File: src/rtl/instr_encoder_loader.sv
// Instruction encoder/loader.
// Accepts field-level RV32 instruction requests, packs each into a 32-bit word,
// and writes the words to consecutive instruction-memory addresses through a
// busywait write port. Only one request is in flight at a time.
module instr_encoder_loader #(
  parameter int                    ADDR_WIDTH = 10,
  parameter logic [ADDR_WIDTH-1:0] BASE_ADDR  = {ADDR_WIDTH{1'b0}}
) (
  input  logic                  CLK,
  input  logic                  RESET,
  input  logic                  START,
  input  logic                  REQ_VALID,
  output logic                  REQ_READY,
  input  logic [2:0]            REQ_FORMAT,
  input  logic [6:0]            REQ_OPCODE,
  input  logic [2:0]            REQ_FUNCT3,
  input  logic [6:0]            REQ_FUNCT7,
  input  logic [4:0]            REQ_RD,
  input  logic [4:0]            REQ_RS1,
  input  logic [4:0]            REQ_RS2,
  input  logic [31:0]           REQ_IMM,
  output logic                  IMEM_WRITE,
  output logic [ADDR_WIDTH-1:0] IMEM_ADDR,
  output logic [31:0]           IMEM_WRITEDATA,
  input  logic                  IMEM_BUSYWAIT,
  output logic [ADDR_WIDTH:0]   COUNT,
  output logic                  FULL,
  output logic                  ERROR
);

  typedef enum logic [1:0] {
    ST_IDLE   = 2'd0,
    ST_ENCODE = 2'd1,
    ST_WRITE  = 2'd2
  } state_t;

  localparam logic [ADDR_WIDTH:0]   CNT_ONE  = {{ADDR_WIDTH{1'b0}}, 1'b1};
  localparam logic [ADDR_WIDTH:0]   CNT_FULL = {1'b1, {ADDR_WIDTH{1'b0}}};
  localparam logic [ADDR_WIDTH-1:0] ADDR_ONE = {{(ADDR_WIDTH-1){1'b0}}, 1'b1};

  // Packs one instruction; bit 32 of the result is the legality flag.
  // Immediate ranges are checked by requiring the bits above the encodable
  // field to be a pure sign extension.
  function automatic logic [32:0] encode_word(
    input logic [2:0]  fmt,
    input logic [6:0]  op,
    input logic [2:0]  f3,
    input logic [6:0]  f7,
    input logic [4:0]  rd,
    input logic [4:0]  rs1,
    input logic [4:0]  rs2,
    input logic [31:0] imm
  );
    logic [31:0] word;
    logic        legal;
    word  = 32'd0;
    legal = 1'b0;
    case (fmt)
      3'd0: begin
        word  = {f7, rs2, rs1, f3, rd, op};
        legal = 1'b1;
      end
      3'd1: begin
        word  = {imm[11:0], rs1, f3, rd, op};
        legal = (imm[31:11] == {21{imm[31]}});
      end
      3'd2: begin
        word  = {imm[11:5], rs2, rs1, f3, imm[4:0], op};
        legal = (imm[31:11] == {21{imm[31]}});
      end
      3'd3: begin
        word  = {imm[12], imm[10:5], rs2, rs1, f3, imm[4:1], imm[11], op};
        legal = (imm[31:12] == {20{imm[31]}}) && (imm[0] == 1'b0);
      end
      3'd4: begin
        word  = {imm[31:12], rd, op};
        legal = (imm[11:0] == 12'd0);
      end
      3'd5: begin
        word  = {imm[20], imm[10:1], imm[11], imm[19:12], rd, op};
        legal = (imm[31:20] == {12{imm[31]}}) && (imm[0] == 1'b0);
      end
      default: begin
        word  = 32'd0;
        legal = 1'b0;
      end
    endcase
    return {legal, word};
  endfunction

  state_t                state_q, state_d;
  logic [2:0]            fmt_q, fmt_d;
  logic [6:0]            op_q, op_d;
  logic [2:0]            f3_q, f3_d;
  logic [6:0]            f7_q, f7_d;
  logic [4:0]            rd_q, rd_d;
  logic [4:0]            rs1_q, rs1_d;
  logic [4:0]            rs2_q, rs2_d;
  logic [31:0]           imm_q, imm_d;
  logic                  write_q, write_d;
  logic [ADDR_WIDTH-1:0] addr_q, addr_d;
  logic [31:0]           data_q, data_d;
  logic [ADDR_WIDTH:0]   count_q, count_d;
  logic                  error_q, error_d;
  logic                  full_s;
  logic                  ready_s;
  logic [32:0]           enc_s;

  assign full_s  = (count_q == CNT_FULL);
  assign ready_s = (state_q == ST_IDLE) && !full_s && !START;
  assign enc_s   = encode_word(fmt_q, op_q, f3_q, f7_q, rd_q, rs1_q, rs2_q, imm_q);

  // Next-state and datapath updates for the IDLE -> ENCODE -> WRITE sequence.
  always_comb begin
    state_d = state_q;
    fmt_d   = fmt_q;
    op_d    = op_q;
    f3_d    = f3_q;
    f7_d    = f7_q;
    rd_d    = rd_q;
    rs1_d   = rs1_q;
    rs2_d   = rs2_q;
    imm_d   = imm_q;
    write_d = write_q;
    addr_d  = addr_q;
    data_d  = data_q;
    count_d = count_q;
    error_d = error_q;
    case (state_q)
      ST_IDLE: begin
        if (START) begin
          // Clearing wins over a pending request in the same cycle.
          count_d = {(ADDR_WIDTH+1){1'b0}};
          addr_d  = BASE_ADDR;
          error_d = 1'b0;
        end else if (REQ_VALID && ready_s) begin
          fmt_d   = REQ_FORMAT;
          op_d    = REQ_OPCODE;
          f3_d    = REQ_FUNCT3;
          f7_d    = REQ_FUNCT7;
          rd_d    = REQ_RD;
          rs1_d   = REQ_RS1;
          rs2_d   = REQ_RS2;
          imm_d   = REQ_IMM;
          state_d = ST_ENCODE;
        end else begin
          state_d = ST_IDLE;
        end
      end
      ST_ENCODE: begin
        if (enc_s[32]) begin
          data_d  = enc_s[31:0];
          write_d = 1'b1;
          state_d = ST_WRITE;
        end else begin
          error_d = 1'b1;
          state_d = ST_IDLE;
        end
      end
      ST_WRITE: begin
        if (!IMEM_BUSYWAIT) begin
          write_d = 1'b0;
          count_d = count_q + CNT_ONE;
          addr_d  = addr_q + ADDR_ONE;
          state_d = ST_IDLE;
        end else begin
          write_d = 1'b1;
        end
      end
      default: begin
        write_d = 1'b0;
        state_d = ST_IDLE;
      end
    endcase
  end

  // State and datapath registers; reset drops an in-flight write at once.
  always_ff @(posedge CLK or posedge RESET) begin
    if (RESET) begin
      state_q <= ST_IDLE;
      fmt_q   <= 3'd0;
      op_q    <= 7'd0;
      f3_q    <= 3'd0;
      f7_q    <= 7'd0;
      rd_q    <= 5'd0;
      rs1_q   <= 5'd0;
      rs2_q   <= 5'd0;
      imm_q   <= 32'd0;
      write_q <= 1'b0;
      addr_q  <= BASE_ADDR;
      data_q  <= 32'd0;
      count_q <= {(ADDR_WIDTH+1){1'b0}};
      error_q <= 1'b0;
    end else begin
      state_q <= state_d;
      fmt_q   <= fmt_d;
      op_q    <= op_d;
      f3_q    <= f3_d;
      f7_q    <= f7_d;
      rd_q    <= rd_d;
      rs1_q   <= rs1_d;
      rs2_q   <= rs2_d;
      imm_q   <= imm_d;
      write_q <= write_d;
      addr_q  <= addr_d;
      data_q  <= data_d;
      count_q <= count_d;
      error_q <= error_d;
    end
  end

  assign REQ_READY      = ready_s;
  assign IMEM_WRITE     = write_q;
  assign IMEM_ADDR      = addr_q;
  assign IMEM_WRITEDATA = data_q;
  assign COUNT          = count_q;
  assign FULL           = full_s;
  assign ERROR          = error_q;

endmodule

File: config.mk
export PLATFORM = sky130hd
export DESIGN_NAME = instr_encoder_loader
export DESIGN_NICKNAME = d
export VERILOG_FILES = /design/src/rtl/instr_encoder_loader.sv
export SDC_FILE = /design/constraint.sdc
export NUM_CORES = 1
export LEC_CHECK = 0
export CORE_MARGIN = 2
export CORE_UTILIZATION = 46
export DETAILED_ROUTE_END_ITERATION = 7
export GPL_ROUTABILITY_DRIVEN = 0
export PLACE_DENSITY = 0.77
export REMOVE_ABC_BUFFERS = 1
export SKIP_CTS_REPAIR_TIMING = 1
export SLEW_MARGIN = 20
export SYNTH_ARGS = -nofsm -noshare
export SYNTH_HDL_FRONTEND = slang
export SYNTH_SLANG_ARGS = --single-unit
File: constraint.sdc
create_clock -name CLK -period 3.83 [get_ports CLK]
set_input_delay 0.766 -clock CLK [delete_from_list [all_inputs] [get_ports CLK]]
set_output_delay 0.766 -clock CLK [all_outputs]
set_load 0.02 [all_outputs]
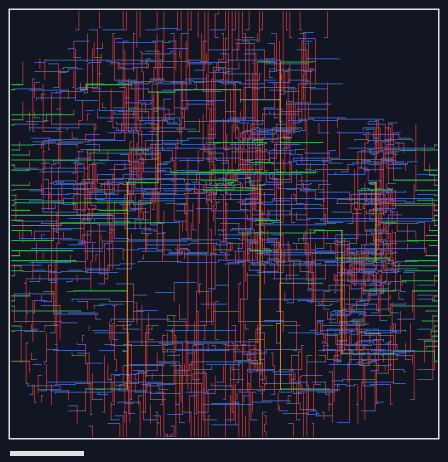
**Above:** routed metal, one color a layer.
Scale bar: 20 um.
metal 1: marked blue, wire length 5810 um. metal 4: marked orange, wire length 271 um. metal 2: marked red, wire length 6240 um. metal 3: marked green, wire length 836 um.
via count: 4167
Total GRT Usage: 21.2%
WL final: 13200 um
routed length per instance: 17.1 um

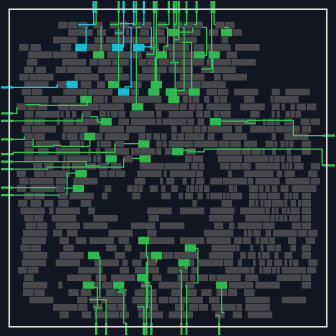
**Above:** I/O nets highlighted.
REQ_RD: marked cyan, bits 5, direction input, edge 4 north, 1 west, end cells 5, buffers 5, wire 111 um. REQ_IMM: marked green, bits 32, direction input, edge 13 north, 9 south, 8 west, 2 east, end cells 32, buffers 32, wire 972 um.
IO Pins: 129
IO buf count: 128

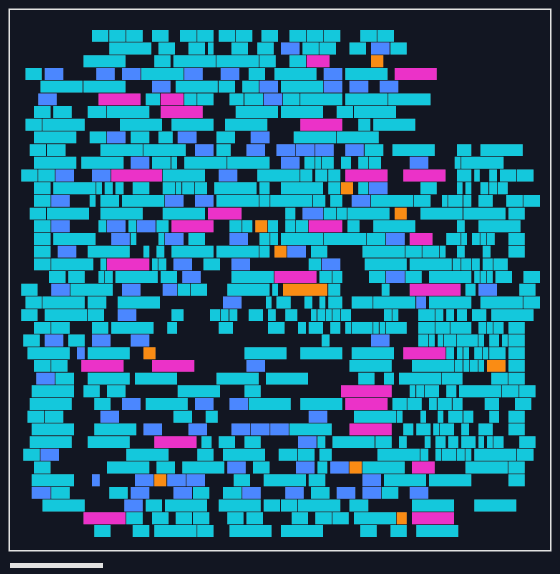
**Above:** cell sizes after repair.
Scale bar: 20 um.
_0 and _1 cells: marked cyan, cells 473. _6 and larger: marked magenta, cells 26. _2 cells: marked blue, cells 93. _3 and _4 cells: marked orange, cells 11.

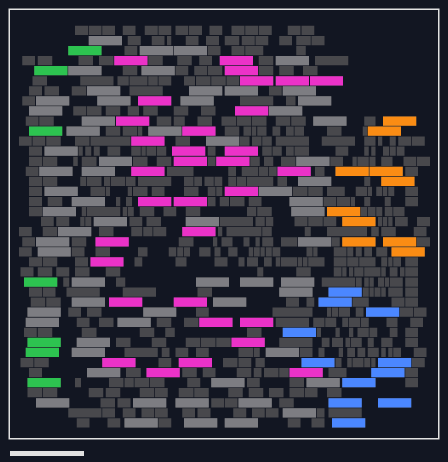
**Above:** register map, names as in the netlist.
Scale bar: 20 um. Other sequential cells in the stronger gray, the rest of the logic in the fainter gray.
IMEM_ADDR: marked orange, sequential cells 10, where east. COUNT: marked blue, sequential cells 11, where south-east. op_q: marked green, sequential cells 7. imm_q: marked magenta, sequential cells 32.
Another 64 sequential cells are not colored.

==> flow_metrics.tcl <==
# collected from the flow reports
set metrics [dict create \
    status "completed" \
    numCtsBuffers 17 \
    rrSetupSlack_ns 0.89 \
    synth_area_leader_cell "dfrtp_1" \
    hpwl_um 8910 \
    clkPwrFrac_pct 34.3 \
    initial_core_util_pct 47.4 \
    edf_count 0 \
    fp-row-count 40 \
    coreArea_sq_um 12100 \
    pwr-share-seq_pct 39.7 \
    grt_max_degree 69 \
    ys.flop_type "dfrtp_1" \
    ys_top_cells_by_count "dfrtp_1, mux2_2, mux2_1" \
    switching_share_pct 29.3 \
    internal_power_w 0.00342 \
    first_iter_violations 364 \
    period_used_pct 80.2 \
    slew_violations 0 \
    netlist_instances 463 \
    warning_count 28 \
    period_needed_ns 3.07 \
    drive_above_1_share_pct 21.6 \
    ant_nets 0 \
    finClkSkew_ns 0.00719 \
    yosysCellCount 463 \
    yosysWarnings 0 \
    end_kind "primary output" \
    worstPathRequired_ns 3.06 \
    die-area_sq_um 13400 \
    async_reset_ff_share_pct 100 \
    cts-root-buf "clkbuf_16" \
    worstSkewPairLatency_ns 0.42 \
    path_max_fanout 4 \
    logic_area_sq_um 2480 \
    synthDistinctLibCells 40 \
    final_area_sq_um 7810 \
    top_cell "dfrtp_1" \
    diodes 0 \
    holdWs_ns 0.482 \
    drv_cap 0 \
    fp.dieH_um 116 \
    top_cell_area_share_pct 54.1 \
    finalHoldViolCount 0 \
    setup_viol 0 \
]
-- flip-flops by register name, indices dropped and copies added (netlist names) --
signal	count
IMEM_WRITEDATA	32
imm_q	32
COUNT	11
IMEM_ADDR	10
f7_q	7
op_q	7
rd_q	5
rs1_q	5
rs2_q	5
f3_q	3
fmt_q	3
state_q	2
ERROR	1
IMEM_WRITE	1
-- critical path, stage by stage --
cell,delay [ns]
clkdlybuf4s50_1,0.45
nand2b_1,0.21
nor2_1,0.23
clkdlybuf4s50_1,0.65
-- cell families after synthesis --
| group | after synthesis | share of synthesized area [%] |
|---|---|---|
| buffers and inverters | 37 | 2.81 |
| AOI/OAI and AO/OA | 69 | 8.26 |
| xor gates and xnor gates | 15 | 2.29 |
| adders and majority gates | 6 | 1.31 |
| and+or+nand+nor | 97 | 8.79 |
| muxes | 115 | 22.5 |
| DFF | 124 | 54.1 |
-- routing by layer --
layer	global-route usage, %	wire length [um]	vias to the layer above
met4	8.25	271	0
met3	6.12	835	20
met2	32.9	6240	140
met5	0	0	-
li1	-	-	1944
met1	28.3	5810	2063
-- per-stage QoR --
stage | std cells | setup WS [ns] | utilization (%) | total power [W] | TNS, ns
5_1_grt | 771 | 0.633 | 64.5 | 0.00509 | 0
4_1_cts | 771 | 0.745 | 64.5 | 0.00489 | 0
3_3_place_gp | 739 | 0.778 | 59.3 | 0.00316 | 0
6_report | 771 | 0.759 | 64.5 | 0.00484 | 0
2_1_floorplan | 438 | -0.235 | - | 0.00262 | -29.17
3_5_place_dp | 739 | 0.758 | 59.3 | 0.00320 | 0
-- cells in the final DEF, fill, tap and decap left out, types with 2 or more instances in the layout --
cell	instances
a211oi_1	2
a21oi_1	14
a22o_1	6
a22oi_1	17
and3_1	4
and4_1	4
buf_12	2
buf_4	3
bufinv_16	3
clkbuf_16	17
clkbuf_8	4
clkdlybuf4s50_1	128
clkinv_2	2
clkinvlp_4	5
dfrtp_1	124
ha_1	6
inv_1	11
mux2_1	23
mux2_2	88
mux2i_1	4
nand2_1	20
nand2b_1	2
nand3_1	10
nand4_1	8
nor2_1	20
nor2b_1	4
nor3_1	5
nor4_1	5
o21ai_0	14
o22ai_1	7
or3_1	5
or4_1	6
xnor2_1	5
xor2_1	10
-- cell type report --
cell class,instances,share of cell area (%)
clock buffers,22,6.20
clock inverters,10,1.76
inverters,12,0.609
multi-input cells,302,31.8
flip-flops and latches,124,39.7
well taps,168,2.69
repair buffers,133,17.2
-- worst paths after layout --
path / startpoint / end / cells after the start
max in group asynchronous: RESET / IMEM_WRITE / 3
setup / recovery: START / REQ_READY / 4
min in group asynchronous: RESET / IMEM_WRITEDATA[13] / 2
hold / removal: op_q[4] / IMEM_WRITEDATA[4] / 1
hold reg to reg: op_q[4] / IMEM_WRITEDATA[4] / 1
setup reg to reg: imm_q[0] / IMEM_WRITEDATA[31] / 6
-- power by group through the flow --
stage	registers, W	clock network (W)	logic [W]
floorplan	0.00203	0	0.000592
global placement	0.00192	0	0.00124
detailed placement	0.00194	0	0.00126
CTS	0.00192	0.00170	0.00127
global route	0.00197	0.00175	0.00137
finish	0.00192	0.00166	0.00126
No activity file was given, so power comes from the tool's default toggle rates.
